===== config.mk =====
export PLATFORM = sky130hd
export DESIGN_NAME = mood_update_scheduler
export DESIGN_NICKNAME = d
export VERILOG_FILES = /design/src/rtl/mood_update_scheduler.sv
export SDC_FILE = /design/constraint.sdc
export NUM_CORES = 1
export LEC_CHECK = 0
export CAP_MARGIN = 10
export CORE_MARGIN = 3
export CORE_UTILIZATION = 30
export CTS_CLUSTER_DIAMETER = 60
export DETAILED_ROUTE_END_ITERATION = 16
export GPL_ROUTABILITY_DRIVEN = 0
export PLACE_DENSITY_LB_ADDON = 0.08
export SETUP_SLACK_MARGIN = 0.5
export SYNTH_ARGS = -nofsm -noshare
export SYNTH_HDL_FRONTEND = slang
export SYNTH_SLANG_ARGS = --single-unit
export TNS_END_PERCENT = 50

===== constraint.sdc =====
create_clock -name clk -period 2.8 [get_ports clk]
set_input_delay 0.42 -clock clk [delete_from_list [all_inputs] [get_ports clk]]
set_output_delay 0.42 -clock clk [all_outputs]
set_load 0.01 [all_outputs]

===== src/rtl/mood_update_scheduler.sv =====
`default_nettype none
// ============================================================================
// Module   : mood_update_scheduler
// Desc     : One shared saturating add/sub unit serving the energy, stress and
//            pleasure mood registers round-robin, one channel per cycle.
//            Optional idle decay toward defaults: define MOOD_DECAY_EN.
// Revision : 1.0  initial release
// ============================================================================
module mood_update_scheduler #(
    parameter int N                = 7,
    parameter int STEP             = 1,
    parameter int SET_VAL          = 64,
    parameter int ENERGY_DEFAULT   = 96,
    parameter int STRESS_DEFAULT   = 0,
    parameter int PLEASURE_DEFAULT = 64,
    parameter int DECAY_TICKS      = 8
) (
    input  logic         clk,
    input  logic         rst,
    input  logic         tick,
    input  logic [2:0]   inc,
    input  logic [2:0]   dec,
    input  logic         setval,
    output logic [N-1:0] energy,
    output logic [N-1:0] stress,
    output logic [N-1:0] pleasure,
    output logic         busy,
    output logic         upd_valid,
    output logic [1:0]   upd_ch,
    output logic         overrun
);
    typedef enum logic [0:0] {S_IDLE = 1'b0, S_SERVE = 1'b1} state_t;

    localparam logic [N:0]   c_max  = {1'b0, {N{1'b1}}};
    localparam logic [N:0]   c_step = (N+1)'(STEP);
    localparam logic [N-1:0] c_set  = N'(SET_VAL);
    localparam logic [N-1:0] c_def0 = N'(ENERGY_DEFAULT);
    localparam logic [N-1:0] c_def1 = N'(STRESS_DEFAULT);
    localparam logic [N-1:0] c_def2 = N'(PLEASURE_DEFAULT);

    function automatic logic [1:0] f_next(input logic [1:0] c);
        return (c == 2'd2) ? 2'd0 : c + 2'd1;
    endfunction

    state_t       r_state;
    logic [N-1:0] r_val [0:2];
    logic [2:0]   r_pend;
    logic [2:0]   r_op_add;
    logic [1:0]   r_start;
    logic [1:0]   r_rr;
    logic         r_busy;
    logic         r_upd_valid;
    logic [1:0]   r_upd_ch;
    logic         r_overrun;
    logic         r_cap;
    logic [2:0]   r_cap_inc;
    logic [2:0]   r_cap_dec;

    logic [2:0]   w_req_add;
    logic [2:0]   w_req_sub;
    logic [2:0]   w_dk_add;
    logic [2:0]   w_dk_sub;
    logic [2:0]   w_add;
    logic [2:0]   w_sub;
    logic         w_any;
    logic         w_accept;
    logic [1:0]   w_rr_next;
    logic [1:0]   w_c1;
    logic [1:0]   w_c2;
    logic         w_found;
    logic [1:0]   w_sel;
    logic [2:0]   w_sel_mask;
    logic [2:0]   w_pend_left;
    logic [N-1:0] w_cur;
    logic [N:0]   w_sum;
    logic [N:0]   w_dif;
    logic [N-1:0] w_new;

    // Requests are sampled into a capture stage; the scheduler acts on them one edge later.
    assign w_req_add = r_cap_inc & ~r_cap_dec;
    assign w_req_sub = r_cap_dec & ~r_cap_inc;
    assign w_add     = w_req_add | w_dk_add;
    assign w_sub     = w_req_sub | w_dk_sub;
    assign w_any     = |(w_add | w_sub);
    assign w_accept  = tick && !r_busy && !r_cap;
    assign w_rr_next = f_next(r_rr);

`ifdef MOOD_DECAY_EN
    localparam int c_cw = (DECAY_TICKS > 1) ? $clog2(DECAY_TICKS) : 1;
    localparam logic [c_cw-1:0] c_last = c_cw'(DECAY_TICKS - 1);

    for (genvar g = 0; g < 3; g++) begin : g_decay
        logic [c_cw-1:0] r_idle;
        logic [N-1:0]    w_def;
        logic            w_nop;
        logic            w_hit;

        assign w_def = (g == 0) ? c_def0 : (g == 1) ? c_def1 : c_def2;
        assign w_nop = !(w_req_add[g] || w_req_sub[g]);
        assign w_hit = w_nop && (r_idle == c_last);
        assign w_dk_add[g] = w_hit && (r_val[g] < w_def);
        assign w_dk_sub[g] = w_hit && (r_val[g] > w_def);

        always_ff @(posedge clk) begin
            if (rst || setval) begin
                r_idle <= '0;
            end else if (r_cap && r_state == S_IDLE) begin
                r_idle <= (w_hit || !w_nop) ? '0 : r_idle + 1'b1;
            end
        end
    end
`else
    logic w_unused_decay;
    assign w_dk_add       = '0;
    assign w_dk_sub       = '0;
    assign w_unused_decay = (DECAY_TICKS > 0);
`endif

    assign w_c1 = f_next(r_start);
    assign w_c2 = f_next(w_c1);

    always_comb begin
        w_found = 1'b1;
        w_sel   = 2'd0;
        if (r_pend[r_start])   w_sel = r_start;
        else if (r_pend[w_c1]) w_sel = w_c1;
        else if (r_pend[w_c2]) w_sel = w_c2;
        else                   w_found = 1'b0;
        w_sel_mask  = 3'b001 << w_sel;
        w_pend_left = r_pend & ~w_sel_mask;
        case (w_sel)
            2'd0:    w_cur = r_val[0];
            2'd1:    w_cur = r_val[1];
            default: w_cur = r_val[2];
        endcase
        // Widened by one bit so overflow and underflow are visible before clamping.
        w_sum = {1'b0, w_cur} + c_step;
        w_dif = {1'b0, w_cur} - c_step;
        if (r_op_add[w_sel]) w_new = (w_sum > c_max) ? c_max[N-1:0] : w_sum[N-1:0];
        else                 w_new = w_dif[N] ? '0 : w_dif[N-1:0];
    end

    always_ff @(posedge clk) begin
        if (rst) begin
            r_val[0]    <= c_def0;
            r_val[1]    <= c_def1;
            r_val[2]    <= c_def2;
            r_pend      <= '0;
            r_op_add    <= '0;
            r_start     <= 2'd0;
            r_rr        <= 2'd0;
            r_busy      <= 1'b0;
            r_upd_valid <= 1'b0;
            r_upd_ch    <= 2'd0;
            r_overrun   <= 1'b0;
            r_cap       <= 1'b0;
            r_cap_inc   <= '0;
            r_cap_dec   <= '0;
            r_state     <= S_IDLE;
        end else if (setval) begin
            r_val[0]    <= c_set;
            r_val[1]    <= c_set;
            r_val[2]    <= c_set;
            r_pend      <= '0;
            r_busy      <= 1'b0;
            r_upd_valid <= 1'b0;
            r_upd_ch    <= 2'd0;
            r_cap       <= 1'b0;
            r_state     <= S_IDLE;
        end else begin
            r_upd_valid <= 1'b0;
            r_upd_ch    <= 2'd0;
            r_cap       <= w_accept;
            if (w_accept) begin
                r_cap_inc <= inc;
                r_cap_dec <= dec;
            end
            if (tick && !w_accept) r_overrun <= 1'b1;

            case (r_state)
                S_IDLE: begin
                    if (r_cap) begin
                        r_rr <= w_rr_next;
                        if (w_any) begin
                            r_pend   <= w_add | w_sub;
                            r_op_add <= w_add;
                            r_start  <= r_rr;
                            r_busy   <= 1'b1;
                            r_state  <= S_SERVE;
                        end
                    end
                end
                S_SERVE: begin
                    if (w_found) begin
                        for (int c = 0; c < 3; c++) begin
                            if (w_sel == 2'(c)) r_val[c] <= w_new;
                        end
                        r_pend      <= w_pend_left;
                        r_upd_valid <= 1'b1;
                        r_upd_ch    <= w_sel;
                        if (w_pend_left == 3'b000) begin
                            r_busy  <= 1'b0;
                            r_state <= S_IDLE;
                        end
                    end else begin
                        r_busy  <= 1'b0;
                        r_state <= S_IDLE;
                    end
                end
                default: r_state <= S_IDLE;
            endcase
        end
    end

    assign energy    = r_val[0];
    assign stress    = r_val[1];
    assign pleasure  = r_val[2];
    assign busy      = r_busy;
    assign upd_valid = r_upd_valid;
    assign upd_ch    = r_upd_ch;
    assign overrun   = r_overrun;

endmodule
`default_nettype wire


==> impl_metrics.ini <==
; generated from flow reports
[run_status]
status = complete, no violations

[placement]
dp_cells = 366
placement.cell_area_um2 = 2935
place_ws_ns = 0.05390

[global_routing]
grt_first_pass_wirelength_um = 10550
grt-ovfl-total = 0
groute.layer.met1.usage_pct = 22.95

[worst_setup_path]
regToRegSetupSlack_ns = 0.26
cp_slowest_stage_delay_ns = 0.38
path_buffers = 1
crit_arrival_ns = 2.65
crit-reg2reg-launch = r_pend[0]$_SDFFE_PP0P_
critical_path_class = reg2reg
worstRegToRegCells = 10

[cells_and_area]
regMostFlops = r_val
top_area_cell_class = combinational gates
fraction_of_final_layout_cells_sized_beyond_drive_strength_1_pct = 32.76
layout.nets = 303
flip_flop_count_of_the_largest_register_all_copies_and_words_added = 21
area_share_clock_buf_inv_pct = 2.512
n_sequential_cell = 44
nonClockInverterCount = 9
flow.area_growth_from_synthesis_pct = 41.24

[pwr]
top_power_group = sequential cells
p_seq_w = 0.000702
p_leak_nw = 1.225

[yosys]
synthTopCellsByArea = edfxtp_1 27%, dfxtp_1 20%, nor2_1 5.0%
ys_chip_area_um2 = 2327
top_area_share_pct = 27.10
yosys.area_share.xor_xnor_pct = 1.129
yosys-stat-cells = 221
ys.flop_type = dfxtp_1
synth-seq-cells = 44
post_synth_and_or_nand_nor_area_fraction_pct = 20.70
postSynthCellCount = 221
post_synth_mux_area_share_pct = 4.086
synth_seq_share_pct = 46.88

[timing]
setup-violations-final = 0
worstMarginPinSlew_ns = 0.5105
achievable-frequency_mhz = 393.6

[detailed_routing]
detail_route.first_pass.iterations = 5
met2_length_um = 2943
top_layer = met4
drcViolationCount = 0

[clock_tree]
cts-buffers-inserted = 5
cts_repair_resize_count = 24
ctsRootBufferMaster = clkbuf_8
cts-htree-levels = 2
cts_max_path_buffers = 2

[worst_hold_path]
worst_hold_class = reg2reg
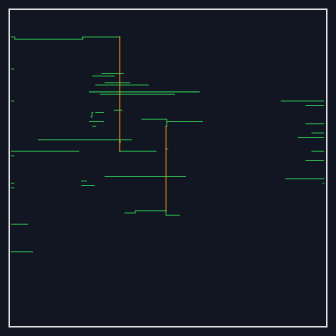
metal_stack.png
Two of the layers only.
met4 -> orange  # wire length 59.2 um
met3 -> green  # wire length 332 um
GRT Overall Usage: 15.59%
number of vias in the routed layout: 1989

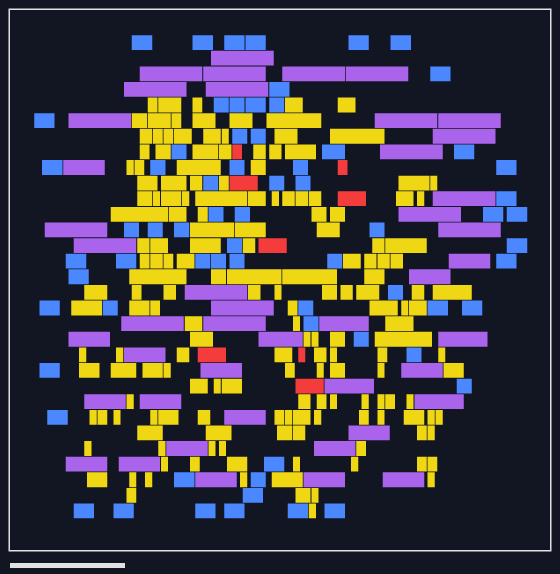
cell_classes.png
Scale bar: 20 um.
clock drivers and dummy loads -> red  # cells 8
flip-flops -> purple  # cells 44
all other logic -> yellow  # cells 171
other buffers and delay cells -> blue  # cells 67
register fraction of the total cell area: 33.69%
core area: 7370 um2

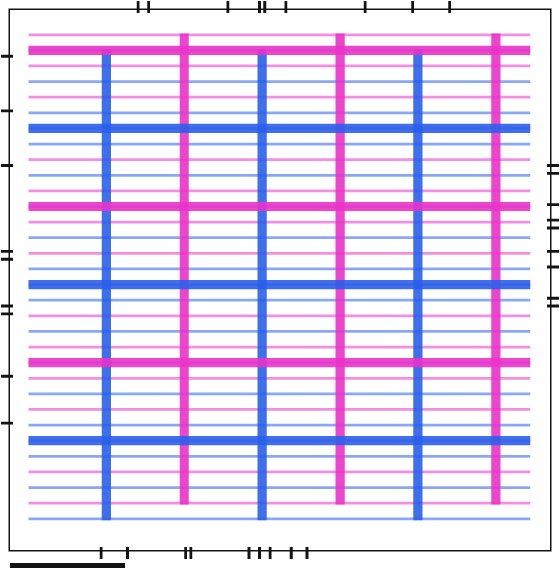
pdn.png
Scale bar: 20 um. Pins as bars on the die edge.
VSS -> blue
VDD -> magenta
signal pins = 36
met4 straps = 6
met5 straps = 6
met1 rails = 32
worst IR drop on VDD: 0.0001579 V
die width: 94.08 um
vertical die dimension: 94.08 um

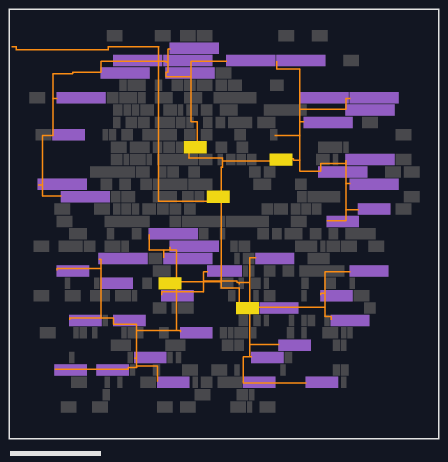
clock_map.png
Scale bar: 20 um.
clock wires -> orange  # length 572 um
cells driving clock nets -> yellow  # count 5
flip-flops -> purple  # count 44
flops lie = widely spread
Latency at later pin: 0.29 ns
clock network power consumption: 0.000383 W
Setup Skew: 0.005222 ns
Clk pwr share: 30.2%

Power figures rest on the tool's default switching activity, not on a simulated workload.
